--- src/rtl/dma_channel_arbiter_pkg.sv ---
// Shared types and constants for the DMA channel arbiter and its helpers.
package dma_pkg;
  localparam int DMA_DATA_W    = 32;
  localparam int DMA_ADDR_W    = 13;
  localparam int DMA_MAX_WORDS = 32;
  localparam int DMA_CNT_W     = 6;

  typedef enum logic [1:0] {IDLE, GRANT, XFER, DONE} dma_state_t;

  // Each device starts out owning its own MAX_WORDS-sized slice of memory.
  function automatic int base_reset(input int dev, input int max_words);
    return dev * max_words;
  endfunction
endpackage

--- src/rtl/dma_channel_arbiter_if.sv ---
// Device, memory-write and CPU config signals of the DMA channel arbiter.
interface dma_channel_arbiter_if
  import dma_pkg::*;
#(
  parameter int N_DEV  = 2,
  parameter int DATA_W = DMA_DATA_W,
  parameter int ADDR_W = DMA_ADDR_W,
  parameter int CNT_W  = DMA_CNT_W
);
  logic [N_DEV-1:0]  gpio_req;
  logic [N_DEV-1:0]  ack;
  logic              io_write;
  logic [DATA_W-1:0] dev_data;
  logic              mem_we;
  logic [ADDR_W-1:0] mem_addr;
  logic [DATA_W-1:0] mem_wdata;
  logic              cfg_we;
  logic [1:0]        cfg_dev;
  logic [ADDR_W-1:0] cfg_base;
  logic              cfg_err;
  logic              busy;
  logic              done;
  logic [1:0]        cur_dev;
  logic [CNT_W-1:0]  burst_len;

  modport slave (
    input  gpio_req, dev_data, cfg_we, cfg_dev, cfg_base,
    output ack, io_write, mem_we, mem_addr, mem_wdata, cfg_err, busy, done, cur_dev, burst_len
  );

  modport master (
    output gpio_req, dev_data, cfg_we, cfg_dev, cfg_base,
    input  ack, io_write, mem_we, mem_addr, mem_wdata, cfg_err, busy, done, cur_dev, burst_len
  );
endinterface

--- src/rtl/dma_channel_arbiter_rr_arbiter.sv ---
// Combinational round-robin picker: grants the first requester after the
// last-granted index, scanning modulo N.
module rr_arbiter #(
  parameter int N = 2
) (
  input  logic [N-1:0] req,
  input  logic [1:0]   last,
  output logic [N-1:0] grant,
  output logic [1:0]   grant_idx,
  output logic         valid
);
  always_comb begin
    grant     = '0;
    grant_idx = last;
    valid     = 1'b0;
    for (int k = 1; k <= N; k++) begin
      for (int i = 0; i < N; i++) begin
        if (!valid && req[i] && i == (int'(last) + k) % N) begin
          grant[i]  = 1'b1;
          grant_idx = 2'(i);
          valid     = 1'b1;
        end
      end
    end
  end
endmodule

--- src/rtl/dma_channel_arbiter.sv ---
// Round-robin DMA channel: grants one IO device the shared databus and
// streams its words into memory at that device's base pointer.
module dma_channel_arbiter
  import dma_pkg::*;
#(
  parameter int N_DEV     = 2,
  parameter int DATA_W    = DMA_DATA_W,
  parameter int ADDR_W    = DMA_ADDR_W,
  parameter int MAX_WORDS = DMA_MAX_WORDS,
  parameter int CNT_W     = DMA_CNT_W
) (
  input logic clk,
  input logic rst_n,
  dma_channel_arbiter_if.slave bus
);
  localparam logic [CNT_W-1:0] MAX_CNT = CNT_W'(MAX_WORDS);

  dma_state_t        state;
  logic [CNT_W-1:0]  count;
  logic [ADDR_W-1:0] base [N_DEV];
  logic [ADDR_W-1:0] cur_base;
  logic [N_DEV-1:0]  ack_q;
  logic [1:0]        cur_dev_q;
  logic [N_DEV-1:0]  arb_grant;
  logic [1:0]        arb_idx;
  logic              arb_valid;
  logic              granted_req;
  logic              burst_end;
  logic              cfg_ok;

  rr_arbiter #(.N(N_DEV)) u_arb (
    .req       (bus.gpio_req),
    .last      (cur_dev_q),
    .grant     (arb_grant),
    .grant_idx (arb_idx),
    .valid     (arb_valid)
  );

  assign bus.ack     = ack_q;
  assign bus.cur_dev = cur_dev_q;

  // ack_q is one-hot on the granted device for the whole burst, so it doubles as the selector.
  assign granted_req = |(bus.gpio_req & ack_q);
  assign burst_end   = (state == XFER) && !(granted_req && count < MAX_CNT);
  assign cfg_ok      = bus.cfg_we && (int'(bus.cfg_dev) < N_DEV) &&
                       !((state != IDLE) && (bus.cfg_dev == cur_dev_q));

  always_comb begin
    cur_base = '0;
    for (int i = 0; i < N_DEV; i++) begin
      if (ack_q[i]) cur_base = base[i];
    end
  end

  // Base pointers: CPU writes and end-of-burst advance never hit the same entry.
  always_ff @(posedge clk) begin
    if (!rst_n) begin
      bus.cfg_err <= 1'b0;
      for (int i = 0; i < N_DEV; i++) begin
        base[i] <= ADDR_W'(base_reset(i, MAX_WORDS));
      end
    end else begin
      bus.cfg_err <= bus.cfg_we && !cfg_ok;
      for (int i = 0; i < N_DEV; i++) begin
        if (cfg_ok && int'(bus.cfg_dev) == i) begin
          base[i] <= bus.cfg_base;
        end else if (burst_end && ack_q[i]) begin
          base[i] <= base[i] + ADDR_W'(count);
        end
      end
    end
  end

  always_ff @(posedge clk) begin
    if (!rst_n) begin
      state         <= IDLE;
      ack_q         <= '0;
      cur_dev_q     <= 2'(N_DEV - 1);
      count         <= '0;
      bus.io_write  <= 1'b1;
      bus.mem_we    <= 1'b0;
      bus.mem_addr  <= '0;
      bus.mem_wdata <= '0;
      bus.busy      <= 1'b0;
      bus.done      <= 1'b0;
      bus.burst_len <= '0;
    end else begin
      bus.mem_we <= 1'b0;
      bus.done   <= 1'b0;
      unique case (state)
        IDLE: begin
          if (arb_valid) begin
            state        <= GRANT;
            ack_q        <= arb_grant;
            cur_dev_q    <= arb_idx;
            count        <= '0;
            bus.io_write <= 1'b0;
            bus.busy     <= 1'b1;
          end
        end
        GRANT: state <= XFER;
        XFER: begin
          if (!burst_end) begin
            bus.mem_we    <= 1'b1;
            bus.mem_addr  <= cur_base + ADDR_W'(count);
            bus.mem_wdata <= bus.dev_data;
            count         <= count + CNT_W'(1);
          end else begin
            state         <= DONE;
            ack_q         <= '0;
            bus.io_write  <= 1'b1;
            bus.done      <= 1'b1;
            bus.burst_len <= count;
          end
        end
        DONE: begin
          state    <= IDLE;
          bus.busy <= 1'b0;
        end
        default: state <= IDLE;
      endcase
    end
  end
endmodule

--- src/flat_wrapper.sv ---
// flat-port wrapper written by rule: the top's interface ports become plain ports
module dma_channel_arbiter_flat import dma_pkg::*;
#(
  parameter int N_DEV     = 2,
  parameter int DATA_W    = DMA_DATA_W,
  parameter int ADDR_W    = DMA_ADDR_W,
  parameter int MAX_WORDS = DMA_MAX_WORDS,
  parameter int CNT_W     = DMA_CNT_W
)
  (clk, rst_n, bus_gpio_req, bus_dev_data, bus_cfg_we, bus_cfg_dev, bus_cfg_base, bus_ack, bus_io_write, bus_mem_we, bus_mem_addr, bus_mem_wdata, bus_cfg_err, bus_busy, bus_done, bus_cur_dev, bus_burst_len);
  dma_channel_arbiter_if #(.N_DEV(N_DEV), .DATA_W(DATA_W), .ADDR_W(ADDR_W), .CNT_W(CNT_W)) bus_i ();
  input logic clk;
  input logic rst_n;
  input wire logic [$bits(bus_i.gpio_req)-1:0] bus_gpio_req;
  input wire logic [$bits(bus_i.dev_data)-1:0] bus_dev_data;
  input wire logic [$bits(bus_i.cfg_we)-1:0] bus_cfg_we;
  input wire logic [$bits(bus_i.cfg_dev)-1:0] bus_cfg_dev;
  input wire logic [$bits(bus_i.cfg_base)-1:0] bus_cfg_base;
  output wire logic [$bits(bus_i.ack)-1:0] bus_ack;
  output wire logic [$bits(bus_i.io_write)-1:0] bus_io_write;
  output wire logic [$bits(bus_i.mem_we)-1:0] bus_mem_we;
  output wire logic [$bits(bus_i.mem_addr)-1:0] bus_mem_addr;
  output wire logic [$bits(bus_i.mem_wdata)-1:0] bus_mem_wdata;
  output wire logic [$bits(bus_i.cfg_err)-1:0] bus_cfg_err;
  output wire logic [$bits(bus_i.busy)-1:0] bus_busy;
  output wire logic [$bits(bus_i.done)-1:0] bus_done;
  output wire logic [$bits(bus_i.cur_dev)-1:0] bus_cur_dev;
  output wire logic [$bits(bus_i.burst_len)-1:0] bus_burst_len;
  assign bus_i.gpio_req = bus_gpio_req;
  assign bus_i.dev_data = bus_dev_data;
  assign bus_i.cfg_we = bus_cfg_we;
  assign bus_i.cfg_dev = bus_cfg_dev;
  assign bus_i.cfg_base = bus_cfg_base;
  assign bus_ack = bus_i.ack;
  assign bus_io_write = bus_i.io_write;
  assign bus_mem_we = bus_i.mem_we;
  assign bus_mem_addr = bus_i.mem_addr;
  assign bus_mem_wdata = bus_i.mem_wdata;
  assign bus_cfg_err = bus_i.cfg_err;
  assign bus_busy = bus_i.busy;
  assign bus_done = bus_i.done;
  assign bus_cur_dev = bus_i.cur_dev;
  assign bus_burst_len = bus_i.burst_len;
  dma_channel_arbiter #(.N_DEV(N_DEV), .DATA_W(DATA_W), .ADDR_W(ADDR_W), .MAX_WORDS(MAX_WORDS), .CNT_W(CNT_W)) u_core (.clk(clk), .rst_n(rst_n), .bus(bus_i));
endmodule
--- config.mk ---
export PLATFORM = sky130hd
export DESIGN_NAME = dma_channel_arbiter_flat
export DESIGN_NICKNAME = d
export VERILOG_FILES = /design/src/rtl/dma_channel_arbiter_pkg.sv /design/src/rtl/dma_channel_arbiter_if.sv /design/src/rtl/dma_channel_arbiter_rr_arbiter.sv /design/src/rtl/dma_channel_arbiter.sv /design/src/flat_wrapper.sv
export SDC_FILE = /design/constraint.sdc
export NUM_CORES = 1
export LEC_CHECK = 0
export ABC_AREA = 1
export CORE_UTILIZATION = 53
export CTS_BUF_LIST = sky130_fd_sc_hd__clkbuf_4 sky130_fd_sc_hd__clkbuf_8
export CTS_CLUSTER_DIAMETER = 150
export CTS_CLUSTER_SIZE = 28
export DETAILED_ROUTE_END_ITERATION = 16
export PLACE_DENSITY = 0.83
export SYNTH_ARGS = -nofsm -noshare
export SYNTH_HDL_FRONTEND = slang
export SYNTH_SLANG_ARGS = --single-unit
--- constraint.sdc ---
create_clock -name clk -period 2.46 [get_ports clk]
set_input_delay 0.738 -clock clk [delete_from_list [all_inputs] [get_ports clk]]
set_output_delay 0.738 -clock clk [all_outputs]
set_load 0.05 [all_outputs]
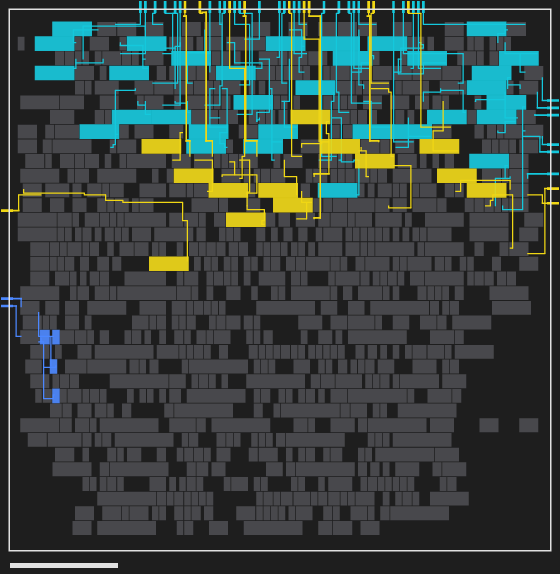
run_1/port_trees.png
Scale bar: 20 um.
legend:
  `bus_mem_addr`:
    color: yellow
    bits: 13
    direction: output
    edge: 10 top, 2 right, 1 left
    end_cells: 13
    buffers: 13
    wire: 537 um
  `bus_cfg_dev`:
    color: blue
    bits: 2
    direction: input
    edge: left
    end_cells: 4
    buffers: 2
    wire: 40.5 um
  `bus_mem_wdata`:
    color: cyan
    bits: 32
    direction: output
    edge: 26 top, 6 right
    end_cells: 32
    buffers: 32
    wire: 805 um

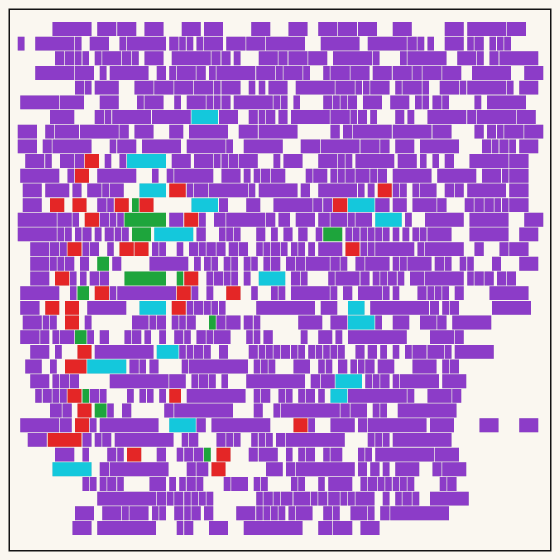
run_1/sizing.png
legend:
  x6 and larger:
    color: cyan
    cells: 17
  x1 and smaller:
    color: purple
    cells: 763
  x3 and x4:
    color: red
    cells: 35
  x2:
    color: green
    cells: 13

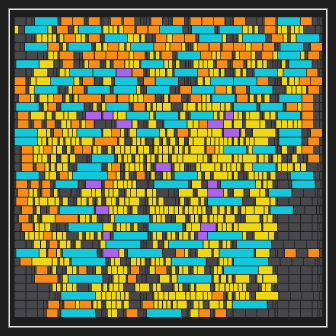
run_1/class_map.png
Fill, decap, tap and diode cells in gray.
legend:
  clock drivers and dummy loads:
    color: purple
    cells: 16
    share_of_their_area: 2.9%
  remaining buffers and delay cells:
    color: orange
    cells: 144
    share_of_their_area: 21%
  remaining logic cells:
    color: yellow
    cells: 575
    share_of_their_area: 43%
  sequential cells:
    color: cyan
    cells: 93
    share_of_their_area: 32%

==> run_results.csv, run 1 <==
group,metric,value,unit
status,status,"completed",
place,place.port_buffers,110,
cts,maximum_buffer_depth_of_the_clock_tree,2,
global_routing,grt_start_max_net_pins,34,
sta,finalClockPeriodUsage,0.967,
critical_path,setup.worst_path.class,"flip-flop to primary output",
power,ir_drop_worst_vdd,0.000633,V
detailed_routing,num_vias,5163,
cells_and_area,final_util,0.726,
power,cellPowerDensity,749,nW/um^2
logic_synthesis,enable_flop_cells,26,
critical_path,kind_of_cell_adding_the_most_delay_to_the_critical_path,"buffers and inverters",
critical_path,max_stage_delay,0.84,ns
critical_path,timing.critical_path.cells,"clkdlybuf4s50_1",
cells_and_area,final_layout_top_logic_cell,"sky130_fd_sc_hd__nand2_1",
logic_synthesis,yosys.area_share.aoi,0.143,
critical_path,timing.rr.start,"u_core.bus.ack[1]",
logic_synthesis,post_synth_inst_count,692,
detailed_routing,antenna_violating_nets_post_route,0,
sta,setup_viol,0,
floorplanning,fp.dieArea,10000,sq um
global_routing,grt_overflow_total,0,
detailed_routing,route.detailed.wl_per_inst,14.6,um
logic_synthesis,synthDominantAreaCellType,"sky130_fd_sc_hd__dfxtp_1",
critical_path,worst-path-buf-inv,1,
critical_path,crit_arrival,1.64,ns
detailed_routing,detailed_route_iter0_violations,295,
detailed_routing,drt-pass1-iter-count,5,
place,finalWeightedCongestion,0.933,
detailed_routing,avgViaCountPerCell,5.39,
cts,holdBufCountCts,0,
place,detailed_place_hpwl,10700,um
logic_synthesis,mappedNetlistArea,5100,sq um
global_routing,number_of_antenna_violations_at_the_first_check_in_global_routing,0,
logic_synthesis,top_area_frac,0.263,
critical_path,endpoint_kind,"primary output",
cts,cts.sink_count,93,
sta,timing.max_slew.rel_slack,0.630,
logic_synthesis,postSynth.asyncResetShare,0,
sta,layout_min_cycle_time,2.38,ns
cells_and_area,fillCellCount,767,
sta,post_route_hold_slack,0.468,ns
floorplanning,row_count,35,
floorplanning,fp.coreArea,9280,sq um
cells_and_area,multi_input_comb_area,2580,sq um
logic_synthesis,synth_sequential_area_ratio,0.416,
global_routing,grt_pass1_vias,5036,
cells_and_area,final-seq-area,2120,sq um
logic_synthesis,numSynthFlops,93,
-- run 1: state kept, by name, summed over array words and instances (netlist names) --
name / count
u_core.base: 26
u_core.bus.ack: 2
u_core.bus.burst_len: 6
u_core.bus.busy: 1
u_core.bus.cfg_err: 1
u_core.bus.cur_dev: 1
u_core.bus.done: 1
u_core.bus.io_write: 1
u_core.bus.mem_addr: 13
u_core.bus.mem_wdata: 32
u_core.bus.mem_we: 1
u_core.count: 6
u_core.state: 2
-- run 1: layout make-up --
type | instances | share of cell area
multi-input combinational | 499 | 0.382
clock buffer | 10 | 0.0204
clock inverter | 6 | 0.00761
inverter | 76 | 0.0423
timing repair buffer | 144 | 0.209
tap | 129 | 0.0239
sequential | 93 | 0.315
-- run 1: repair_timing --
item | 4_1_cts | 5_1_grt
gates resized | 1 | 3
setup buffers | 0 | 0
endpoints found under the setup margin | 1 | 3
endpoints found under the hold margin | 0 | 0
-- run 1: metrics by stage --
| step | worst slack [ns] | cell area [sq um] | setup TNS, ns | instances |
|---|---|---|---|---|
| finish | 0.0816 | 6740 | 0 | 957 |
| global route | 0.0161 | 6740 | 0 | 957 |
| CTS | 0.0172 | 6740 | 0 | 957 |
| detailed placement | -0.123 | 6550 | -2.23 | 941 |
| global placement | -0.0169 | 6550 | -0.0926 | 941 |
| floorplan | 0.117 | 5100 | 0 | 692 |
-- run 1: metal layers --
metal | vias up | wire length (um) | track usage
met4 | 0 | 437 | 0.108
met1 | 2408 | 5830 | 0.353
met3 | 43 | 639 | 0.0474
li1 | 2536 | - | -
met5 | - | 0 | 0
met2 | 176 | 7060 | 0.509
-- run 1: power breakdown --
part	leakage, nW	internal (W)	total (W)	switching, W
Combinational	2.07	0.000747	0.00206	0.00131
Clock	0.0957	0.000413	0.00102	0.000608
Sequential	0.814	0.00181	0.00197	0.000165
--- run 2 (diff from run 1) ---
- CELL_PAD_IN_SITES_DETAIL_PLACEMENT: default -> 1
- CELL_PAD_IN_SITES_GLOBAL_PLACEMENT: default -> 1
- CORE_UTILIZATION: 53 -> 38
- PLACE_DENSITY: 0.83 -> 0.9
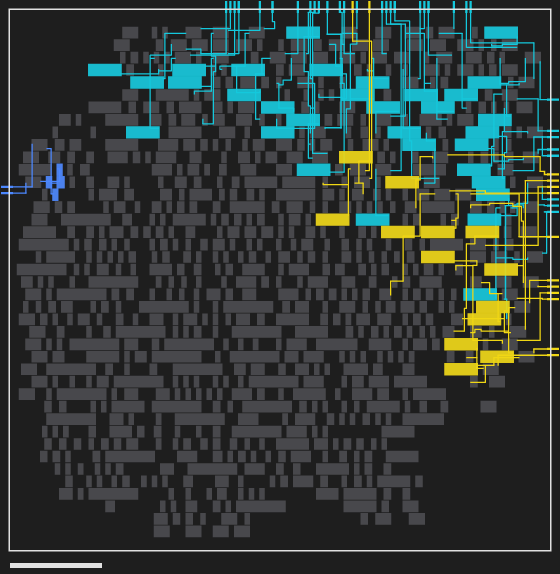
run_2/port_trees.png
Scale bar: 20 um.
legend:
  `bus_cfg_dev`:
    color: blue
    bits: 2
    direction: input
    edge: left
    end_cells: 4
    buffers: 2
    wire: 39.4 um
  `bus_mem_wdata`:
    color: cyan
    bits: 32
    direction: output
    edge: 24 top, 8 right
    end_cells: 32
    buffers: 32
    wire: 1090 um
  `bus_mem_addr`:
    color: yellow
    bits: 13
    direction: output
    edge: 11 right, 2 top
    end_cells: 13
    buffers: 13
    wire: 525 um

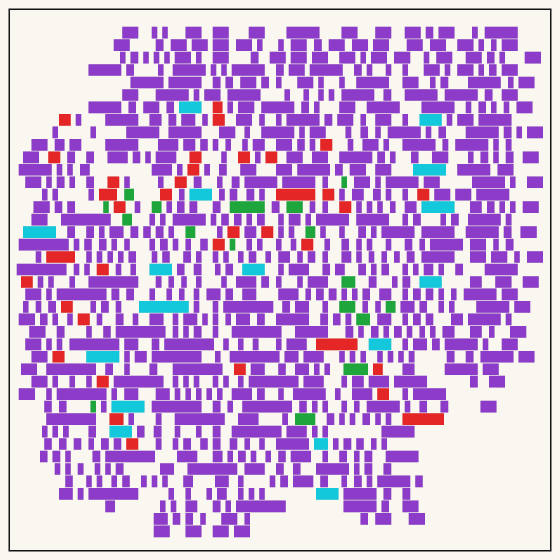
run_2/sizing.png
legend:
  x6 and larger:
    color: cyan
    cells: 16
  x2:
    color: green
    cells: 17
  x3 and x4:
    color: red
    cells: 36
  x1 and smaller:
    color: purple
    cells: 754

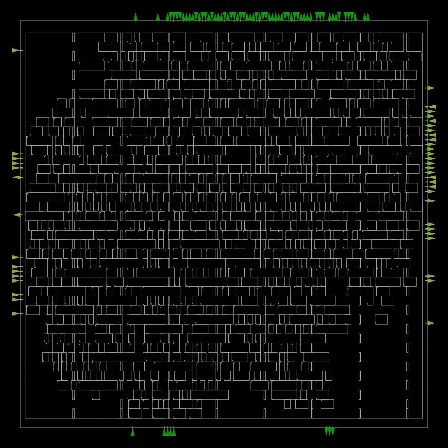
run_2/placed.png
standard cell core area: 12800 sq um
flop share of the area: 0.312
row count: 41

==> run 2 against run 1 <==
Against the previous run: clock skew down 0.0087 ns; non-clock buffer count is 3 lower; die area up 39%; wire length is 28% higher; global-route usage decreased by 3.5 points; synthesized area stayed put; final cell count up 4.0%; sequential power about the same; power rose by 3.4%; critical path type is now flip-flop to flip-flop; largest cell class unchanged; largest power group unchanged.
==> run_results.csv, run 2 <==
group,metric,value,unit
status,status,"completed",
cts,cts.sink_count,93,
logic_synthesis,top_area_frac,0.263,
cells_and_area,final_util,0.532,
logic_synthesis,enable_flop_cells,26,
detailed_routing,route.detailed.wl_per_inst,18.0,um
cells_and_area,final_layout_top_logic_cell,"sky130_fd_sc_hd__nand2_1",
place,placed_cell_area,6590,sq um
critical_path,crit_arrival,2.72,ns
place,place.port_buffers,110,
logic_synthesis,mappedNetlistArea,5100,sq um
place,finalWeightedCongestion,0.871,
detailed_routing,avgViaCountPerCell,5.33,
floorplanning,fp.dieArea,13900,sq um
detailed_routing,detailed_route_iter0_violations,308,
logic_synthesis,synth_sequential_area_ratio,0.416,
sta,fin_ws,0.0388,ns
logic_synthesis,synthDominantAreaCellType,"sky130_fd_sc_hd__dfxtp_1",
detailed_routing,num_vias,5306,
global_routing,grt_start_max_net_pins,33,
place,detailed_place_hpwl,13600,um
critical_path,worst-path-buf-inv,4,
cells_and_area,largest_reg_flops,32,
sta,timing.max_slew.rel_slack,0.551,
critical_path,setup.worst_path.class,"flip-flop to flip-flop",
global_routing,grt_overflow_total,0,
critical_path,max_stage_delay,0.42,ns
cts,maximum_buffer_depth_of_the_clock_tree,2,
logic_synthesis,post_synth_inst_count,692,
cells_and_area,fillCellCount,1647,
cells_and_area,final_cell_area,6820,sq um
place,placement.setup.worst_slack,-0.227,ns
detailed_routing,drt-pass1-iter-count,4,
global_routing,number_of_antenna_violations_at_the_first_check_in_global_routing,0,
critical_path,endpoint_kind,"flip-flop",
critical_path,kind_of_cell_adding_the_most_delay_to_the_critical_path,"simple AND/OR/NAND/NOR gates",
cts,holdBufCountCts,0,
sta,setup_viol,0,
global_routing,grt_pass1_vias,5545,
logic_synthesis,postSynth.asyncResetShare,0,
[run 2: cell counts after synthesis]
Identical to the previous run, type by type.
[run 2: final timing paths]
path | end | depth (start not counted) | slack, ns | start
worst max-delay path | u_core.bus.mem_addr[10] | 15 | 0.04 | u_core.bus.ack[1]
worst min-delay path | u_core.bus.mem_wdata[15] | 2 | 0.47 | u_core.bus.mem_wdata[15]
worst max register to register | u_core.bus.mem_addr[10] | 15 | 0.04 | u_core.bus.ack[1]
worst min register to register | u_core.bus.mem_wdata[15] | 2 | 0.47 | u_core.bus.mem_wdata[15]
[run 2: area by class of cell]
class                      count  area share
clock buffer                   9      0.0182
clock inverter                 5     0.00880
sequential                    93       0.312
multi-input combinational    499       0.384
tap                          172      0.0315
inverter                      76      0.0418
timing repair buffer         141       0.204
[run 2: cells by family (layout without fill, tap and decap cells)]
kind of cell | after synthesis | in the layout | share of synthesized area
adders and majority gates | 26 | 26 | 0.0682
DFF | 93 | 93 | 0.416
other | 1 | 1 | 0.000736
AOI/OAI and AO/OA | 131 | 131 | 0.143
buffers and inverters | 100 | 231 | 0.0793
and+or+nand+nor | 326 | 326 | 0.267
xor gates and xnor gates | 15 | 15 | 0.0258
[run 2: timing repair]
| action | CTS | global route |
|---|---|---|
| gates resized | 1 | 12 |
| buffers inserted | 0 | 0 |
| cloned | 0 | 0 |
| pin swaps | 0 | 0 |
| endpoints found under the setup margin | 1 | 7 |
[run 2: routing by layer]
layer | GRT usage | wire, um
met1 | 0.277 | 7240
met2 | 0.470 | 9370
met3 | 0.0431 | 714
met4 | 0.119 | 552
met5 | 0 | 0
[run 2: report_power, final]
part,switching [W],internal (W),total [W],leakage (nW)
clock network,0.000588,0.000466,0.00105,0.0964
logic,0.00141,0.000762,0.00217,2.04
registers,0.000182,0.00181,0.00199,0.814
Power and IR drop assume default switching activity.
